File: src/rtl/program_loader.sv
// program_loader: receives a big-endian byte stream, assembles 32-bit
// instruction words and writes them into a CPU instruction memory while
// holding the CPU in reset. After the last word, CpuReset stays high for
// RST_HOLD cycles, then the CPU is released (RUN).
//
// Optional feature: define LOADER_CHECKSUM_EN to require a trailing XOR
// checksum byte after the program. A mismatch parks the loader in ERROR
// with the sticky error flag set and the CPU held in reset.
//
// Parameters
//   WORDS    : instruction words per session (1..256)
//   RST_HOLD : cycles CpuReset stays high after the last write (1..15)
// Ports
//   clk, Reset        : clock, synchronous active-low reset
//   start             : one-cycle pulse, begins a session from IDLE/RUN/ERROR
//   in_data/in_valid  : byte stream in; in_ready is the accept handshake
//   LoadInstructions  : one-cycle write strobe; Instruction/load_addr valid
//   CpuReset          : active-high CPU reset (low only in RUN)
//   busy              : high outside IDLE and RUN
//   error             : sticky checksum failure
module program_loader #(
   parameter int WORDS    = 32,
   parameter int RST_HOLD = 4
) (
   input  logic        clk,
   input  logic        Reset,
   input  logic        start,
   input  logic [7:0]  in_data,
   input  logic        in_valid,
   output logic        in_ready,
   output logic        LoadInstructions,
   output logic [31:0] Instruction,
   output logic [7:0]  load_addr,
   output logic        CpuReset,
   output logic        busy,
   output logic        error
);

   typedef enum logic [2:0] {
      IDLE    = 3'd0,
      COLLECT = 3'd1,
      WRITE   = 3'd2,
`ifdef LOADER_CHECKSUM_EN
      CHECK   = 3'd3,
`endif
      HOLD    = 3'd4,
      RUN     = 3'd5,
      ERROR   = 3'd6
   } state_t;

   state_t      state, nxt;
   logic [31:0] word;
   logic [1:0]  byte_cnt;
   logic [8:0]  word_cnt;   // 9 bits so a full 256-word session can be counted
   logic [3:0]  hold_cnt;
`ifdef LOADER_CHECKSUM_EN
   logic [7:0]  xsum;
   logic        err;
`endif

   // next-state logic
   always_comb begin
      nxt = state;
      unique case (state)
         IDLE, RUN, ERROR: if (start) nxt = COLLECT;
         COLLECT: if (in_valid && byte_cnt == 2'd3) nxt = WRITE;
         WRITE: begin
            if (word_cnt == 9'(WORDS - 1)) begin
`ifdef LOADER_CHECKSUM_EN
               nxt = CHECK;
`else
               nxt = HOLD;
`endif
            end else begin
               nxt = COLLECT;
            end
         end
`ifdef LOADER_CHECKSUM_EN
         CHECK: if (in_valid) nxt = (in_data == xsum) ? HOLD : ERROR;
`endif
         HOLD: if (hold_cnt == 4'(RST_HOLD - 1)) nxt = RUN;
         default: nxt = IDLE;
      endcase
   end

   // outputs are decoded from state so nothing strobes on a reset cycle
   always_comb begin
      in_ready         = (state == COLLECT);
`ifdef LOADER_CHECKSUM_EN
      if (state == CHECK) in_ready = 1'b1;
      error            = err;
`else
      error            = 1'b0;
`endif
      LoadInstructions = (state == WRITE);
      Instruction      = (state == WRITE) ? word : 32'd0;
      load_addr        = word_cnt[7:0];
      CpuReset         = (state != RUN);
      busy             = (state != IDLE) && (state != RUN);
   end

   always_ff @(posedge clk) begin
      if (!Reset) begin
         state    <= IDLE;
         word     <= '0;
         byte_cnt <= '0;
         word_cnt <= '0;
         hold_cnt <= '0;
`ifdef LOADER_CHECKSUM_EN
         xsum     <= '0;
         err      <= 1'b0;
`endif
      end else begin
         state <= nxt;
         unique case (state)
            IDLE, RUN, ERROR: begin
               if (start) begin
                  word     <= '0;
                  byte_cnt <= '0;
                  word_cnt <= '0;
                  hold_cnt <= '0;
`ifdef LOADER_CHECKSUM_EN
                  xsum     <= '0;
                  err      <= 1'b0;
`endif
               end
            end
            COLLECT: begin
               if (in_valid) begin
                  word     <= {word[23:0], in_data};
                  byte_cnt <= byte_cnt + 2'd1;  // wraps to 0 on the 4th byte
`ifdef LOADER_CHECKSUM_EN
                  xsum     <= xsum ^ in_data;
`endif
               end
            end
            WRITE: word_cnt <= word_cnt + 9'd1;
`ifdef LOADER_CHECKSUM_EN
            CHECK: if (in_valid && in_data != xsum) err <= 1'b1;
`endif
            HOLD: hold_cnt <= hold_cnt + 4'd1;
            default: ;
         endcase
      end
   end

endmodule

File: config.mk
export PLATFORM = sky130hd
export DESIGN_NAME = program_loader
export DESIGN_NICKNAME = d
export VERILOG_FILES = /design/src/rtl/program_loader.sv
export SDC_FILE = /design/constraint.sdc
export NUM_CORES = 1
export LEC_CHECK = 0
export CAP_MARGIN = 0
export CELL_PAD_IN_SITES_DETAIL_PLACEMENT = 1
export CELL_PAD_IN_SITES_GLOBAL_PLACEMENT = 1
export CORE_MARGIN = 5
export CORE_UTILIZATION = 37
export DETAILED_ROUTE_END_ITERATION = 10
export HOLD_SLACK_MARGIN = 0.12
export PLACE_DENSITY_LB_ADDON = 0.1
export SYNTH_ARGS = -nofsm -noshare
export SYNTH_HDL_FRONTEND = slang
export SYNTH_SLANG_ARGS = --single-unit
export TNS_END_PERCENT = 10
File: constraint.sdc
create_clock -name clk -period 2.3 [get_ports clk]
set_clock_uncertainty 0.05 [all_clocks]
set_input_delay 0.46 -clock clk [delete_from_list [all_inputs] [get_ports clk]]
set_output_delay 0.46 -clock clk [all_outputs]
set_load 0.005 [all_outputs]
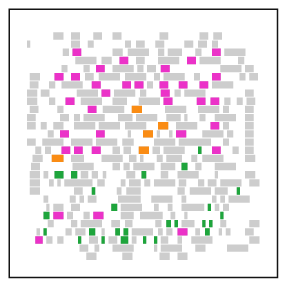
Run 1: selected gate families
Drawn at 3 px/um.
[orange] multiplexers | cells: 5 | most used: mux2i_1 | where: middle
[green] NAND gates | cells: 25 | most used: nand2_1
[magenta] AND-OR and OR-AND gates | cells: 34 | most used: a22o_1

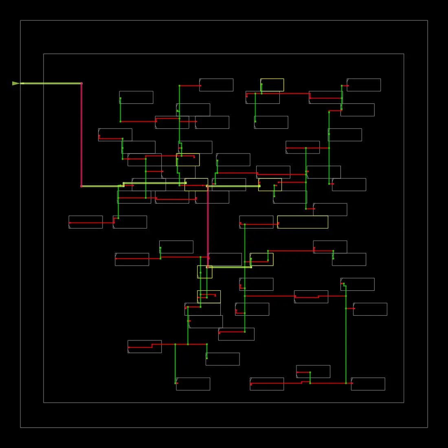
Run 1: the clock network
CLK BUF: 6
TritonCTS Buffers: 5

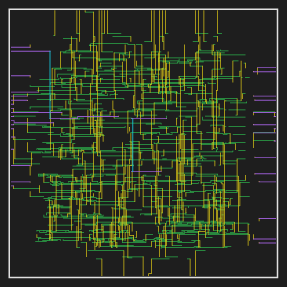
Run 1: routed metal, one color a layer
Drawn at 3 px/um.
[green] met1 | wire length: 2990 um
[purple] met3 | wire length: 227 um
[cyan] met4 | wire length: 40.1 um
[yellow] met2 | wire length: 2360 um

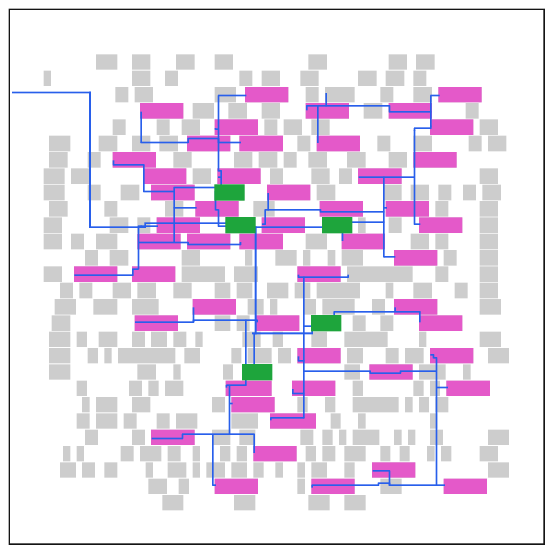
Run 1: routed clock nets over the placement
Drawn at 6 px/um.
[green] cells driving clock nets | count: 5
[blue] clock wires | length: 582 um
[magenta] flip-flops | count: 50
routed clock nets: 6

==> results_dict.tcl, run 1 <==
# place-and-route summary
set metrics [dict create \
    power_frac_clock_pct 39.9 \
    drt_iter0_drc 74 \
    most_common_cell "dfxtp_1" \
    met3_length_um 227 \
    clock_area_share_pct 4.00 \
    holdCritPathClass "reg -> reg" \
    globalRouteMet1Util_pct 22.4 \
    status "completed" \
    synth-async-reset-ratio_pct 0 \
    grt_max_degree 31 \
    worst_ep_required_time_ns 1.79 \
    crit_path_start "state[0]$_SDFFE_PN0P_" \
    postPlaceCellArea_um2 2910 \
    whs_ns 0.421 \
    largest_register_ffs 32 \
    pre_cts_ws_ns 0.108 \
    area_growth_pct 31.9 \
    p_total_w 0.00164 \
    path_cells "buf_6 > and2b_4 > or3_1 > dlygate4sd2_1" \
    yosysChipArea_um2 2300 \
    sh_seq_area_pct 33.0 \
    grt-busiest-layer "met1" \
    io_pins 57 \
    cp_max_fo 13 \
    critPathSlowestCell "dfxtp_2" \
    postSynthSeqShare_pct 43.5 \
    grt.overflow.total 0 \
    place.gp.congestion 0.754 \
    cp_num_buf_inv 2 \
    die_h_um 88.9 \
    ff_count 50 \
    nets 309 \
    cts_tree "yes" \
    design_area_um2 3040 \
    num_antenna_cells 0 \
    grt_use_met3_pct 3.23 \
    final_util_pct 50.7 \
    avgViaCountPerCell 5.14 \
    n_tap_cell 75 \
    ys_seq_elements 50 \
    grt_pass1_wl_um 9300 \
    portBuffers 55 \
    post_cts_buffers 3 \
    routedWlPerCell_um 15.2 \
    buffers 70 \
    hold_buffers 0 \
    fillers 694 \
    dominantRegCellSynth "dfxtp_1" \
    met1_length_um 2990 \
    largest_class "multi-input combinational cells" \
    top_register "word" \
    wirelength_um 5620 \
    end_kind "output port" \
    cp.arrival_ns 1.64 \
    die-area_um2 7900 \
    dp_cells 359 \
    dieWidth_um 88.9 \
    ys_cells 243 \
    slew_viol_final 0 \
    top_area_share_pct 43.5 \
    dr.pass1.iters 4 \
    fin_crit_ns 2.15 \
    maxUsedRoutingLayer "met4" \
    path_clk_slew_ns 0.10 \
]
## run 1: worst paths after layout
path | depth (start not counted) | end
max | 4 | busy
min | 1 | word[26]$_SDFFE_PN0P_
min reg2reg | 1 | word[26]$_SDFFE_PN0P_
max reg2reg | 6 | word_cnt[8]$_SDFFE_PN0P_
## run 1: cells by family after synthesis
| family | share of synthesized area [%] |
|---|---|
| AND-OR/OR-AND | 21.3 |
| XOR/XNOR | 0.380 |
| adder cells (fa/ha/maj) | 1.63 |
| buffers and inverters | 7.66 |
| flip-flops | 43.5 |
| multiplexers | 2.23 |
| other | 0.163 |
| AND/OR/NAND/NOR | 23.2 |
Run 1, M3 wires:
Drawn at 6 px/um.
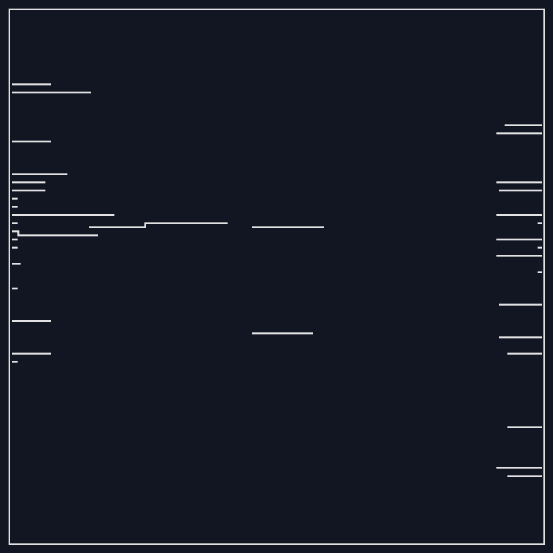

==> run 2, diff against run 1 <==
clock period = 2.2 ns   (was 2.3 ns; I/O delays follow)
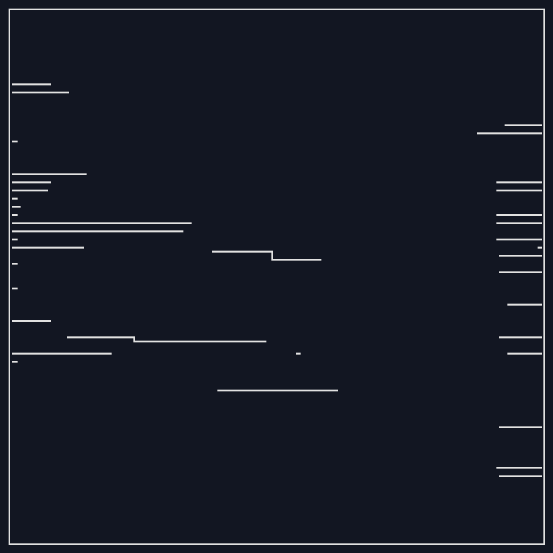
Run 2: M3 wires
Drawn at 6 px/um.
share of all routed wire: 5.7%
main direction: horizontal

==> results_dict.tcl, run 2 <==
# place-and-route summary
set metrics [dict create \
    cts_tree "yes" \
    dp_cells 360 \
    ys_sh_xor_pct 0.380 \
    top_register "word" \
    status "completed" \
    fillers 678 \
    design_area_um2 3030 \
    nets 307 \
    final-nonclk-buf-share_pct 22.0 \
    max_freq_mhz 464 \
    mux_area_share_pct 2.23 \
    end_kind "output port" \
    p_total_w 0.00171 \
    r2r_cells 5 \
    postPlaceCellArea_um2 2940 \
    cp_max_fo 13 \
    ys_cells 243 \
    cts_inserted_buffers 5 \
    largest_class "multi-input combinational cells" \
    slew_viol_final 0 \
    topCombFamilyByArea "simple AND/OR/NAND/NOR gates" \
    maxUsedRoutingLayer "met4" \
    most_common_cell "dfxtp_1" \
    area_growth_pct 31.5 \
    yosysChipArea_um2 2300 \
    clkbuf_count 5 \
    holdPathStages 1 \
    met1_length_um 2900 \
    die_h_um 88.9 \
    final_util_pct 50.5 \
    fin_setup_tns_ns 0 \
    postSynthSeqShare_pct 43.5 \
    start_kind "register" \
    dr.pass1.iters 4 \
    worst_ep_required_time_ns 1.71 \
    place.gp.congestion 0.718 \
    die-area_um2 7900 \
    pre_cts_ws_ns 0.0662 \
    fin_crit_ns 2.16 \
    power_frac_clock_pct 39.2 \
    io_pins 57 \
    synth-async-reset-ratio_pct 0 \
    grt_pass1_wl_um 9340 \
    yosys.area_share.aoi_pct 21.3 \
    grt-busiest-layer "met1" \
    met3_length_um 316 \
    ys_seq_elements 50 \
    clock_area_share_pct 3.84 \
    portBuffers 55 \
    holdCritPathClass "reg -> reg" \
    routedWlPerCell_um 15.2 \
    wirelength_um 5590 \
    grt.overflow.total 0 \
    reg2reg_to "hold_cnt[3]$_SDFFE_PN0P_" \
    path_clk_slew_ns 0.09 \
    largest_register_ffs 32 \
    post_cts_buffers 0 \
    synth.cellmix.simpleShare_pct 23.2 \
    grt_use_met3_pct 4.33 \
    area_leaders "dfxtp_1 (43%), a22o_1 (11%), and2_1 (9.2%)" \
    cp.arrival_ns 1.67 \
    globalRouteMet1Util_pct 22.8 \
    edf_count 0 \
    whs_ns 0.430 \
    n_tap_cell 75 \
    hold_buffers 0 \
    grt_max_degree 31 \
    avgViaCountPerCell 5.20 \
    holdPathEnd "word[24]$_SDFFE_PN0P_" \
    dieWidth_um 88.9 \
    ff_count 50 \
    ys_warn_count 0 \
    dominantRegCellSynth "dfxtp_1" \
    fa_ha_area_share_pct 1.63 \
]
## run 2: how the worst max path moves through the flow
stage | start | endpoint | depth (start not counted)
final | state[0]$_SDFFE_PN0P_ | busy | 4
after global routing | state[0]$_SDFFE_PN0P_ | busy | 4
after CTS | state[0]$_SDFFE_PN0P_ | busy | 4
after detailed placement | start | byte_cnt[0]$_SDFFE_PN0P_ | 6
after global placement | start | byte_cnt[0]$_SDFFE_PN0P_ | 6
after floorplan | state[1]$_SDFFE_PN0P_ | Instruction[10] | 6
## run 2: worst max-delay path: stages (launching register included)
cell	delay [ns]
dfxtp_2	0.34
buf_4	0.17
and2b_4	0.23
or3_1	0.33
dlygate4sd2_1	0.29
Run 2, routed metal, one color a layer:
Drawn at 3 px/um.
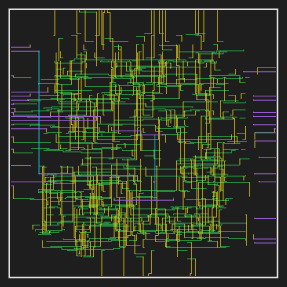

==> run 3, diff against run 2 <==
CORE_UTILIZATION = 40   (was 37)
DONT_BUFFER_PORTS = 1   (was default)
clock period = 2.8 ns   (was 2.2 ns; I/O delays follow)
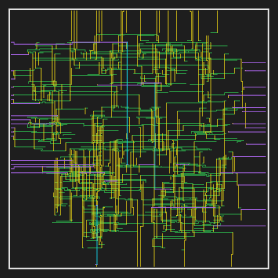
Run 3: routed metal, one color a layer
Drawn at 3 px/um.
[yellow] met2 | wire length: 2350 um
[cyan] met4 | wire length: 95.9 um
[purple] met3 | wire length: 410 um
[green] met1 | wire length: 2570 um

==> results_dict.tcl, run 3 <==
# place-and-route summary
set metrics [dict create \
    grt_pass1_wl_um 9190 \
    final-nonclk-buf-share_pct 0.322 \
    yosysChipArea_um2 2300 \
    cp.arrival_ns 1.98 \
    most_common_cell "dfxtp_1" \
    critPathSlowestCell "or3b_1" \
    place.gp.congestion 0.852 \
    dieWidth_um 85.9 \
    edf_count 0 \
    r2r_cells 4 \
    grt-busiest-layer "met2" \
    fp.coreArea_um2 5540 \
    ys_cells 243 \
    crit_family "simple AND/OR/NAND/NOR gates" \
    wirelength_um 5430 \
    n_tap_cell 72 \
    worstSetupPathType "reg -> out" \
    largest_register_ffs 32 \
    ys_warn_count 0 \
    pre_cts_ws_ns 0.325 \
    maxUsedRoutingLayer "met4" \
    max_freq_mhz 386 \
    cp-endpoint "Instruction[8]" \
    final_util_pct 42.1 \
    reg2reg_to "byte_cnt[0]$_SDFFE_PN0P_" \
    nets 240 \
    grt_max_degree 39 \
    routedWlPerCell_um 18.3 \
    largest_class "multi-input combinational cells" \
    holdPathStages 1 \
    io_pins 57 \
    grt_use_met3_pct 5.48 \
    synth-async-reset-ratio_pct 0 \
    dr.pass1.iters 4 \
    drc 0 \
    clock_area_share_pct 3.54 \
    buffers 1 \
    fillers 650 \
    post_cts_buffers 0 \
    postPlaceCellArea_um2 2240 \
    met3_length_um 409 \
    design_area_um2 2330 \
    top_area_cell "dfxtp_1" \
    area_growth_pct 1.20 \
    whs_ns 0.334 \
    dp_cells 290 \
    p_total_w 0.00120 \
    ff_count 50 \
    die-area_um2 7380 \
    area_leaders "dfxtp_1 (43%), a22o_1 (11%), and2_1 (9.2%)" \
    ys_seq_elements 50 \
    power_frac_clock_pct 35.1 \
    clkbuf_count 5 \
    crit_path_start "state[1]$_SDFFE_PN0P_" \
    slew_viol_final 0 \
    start_kind "register" \
    sh_seq_area_pct 42.9 \
    end_kind "output port" \
    path_clk_slew_ns 0.09 \
    cp_num_buf_inv 1 \
    crit_cells 3 \
    met1_length_um 2570 \
    portBuffers 0 \
    slowest_delay_ns 0.62 \
    postSynthSeqShare_pct 43.5 \
    clk_path_buf_depth 2 \
    cts_inserted_buffers 5 \
    num_antenna_cells 0 \
    path_cells "or3b_1 > inv_6 > and2_1" \
    grt.overflow.total 0 \
    status "completed" \
    die_h_um 85.9 \
    drt_iter0_drc 98 \
    holdPathEnd "word[2]$_SDFFE_PN0P_" \
    fin_crit_ns 2.59 \
    globalRouteMet1Util_pct 21.2 \
    top_register "word" \
    worst_ep_required_time_ns 2.19 \
    cp_max_fo 38 \
    top_area_share_pct 43.5 \
    holdCritPathClass "in -> reg" \
    grt_pass1_vias 1762 \
    cts_tree "yes" \
    dominantRegCellSynth "dfxtp_1" \
    cellPowerDensity_nw_per_um2 513 \
    fin_setup_tns_ns 0 \
    avgViaCountPerCell 5.64 \
    syn_area_per_cell_um2 9.48 \
]
## run 3: netlist changes by cell type in the layout (fill, tap and decap cells not counted), sizes merged
cell / change
dlygate4sd2: -12
clkdlybuf4s15: -18
bufinv: -1
clkbuf: -4
dlymetal6s2s: -1
buf: -12
clkdlybuf4s50: -20
## run 3: kinds of logic (layout without fill, tap and decap cells)
family	count (synthesis)	after routing	synth area share [%]
buffers and inverters	31	13	7.66
XOR/XNOR	1	1	0.380
adder cells (fa/ha/maj)	3	3	1.63
flip-flops	50	50	43.5
multiplexers	5	5	2.23
AND-OR/OR-AND	62	62	21.3
AND/OR/NAND/NOR	90	90	23.2
other	1	1	0.163
## run 3: repair_timing
action,in CTS,in global routing
gates resized,1,1
cloned,0,0
hold buffers,0,0
endpoints found under the setup margin,2,5
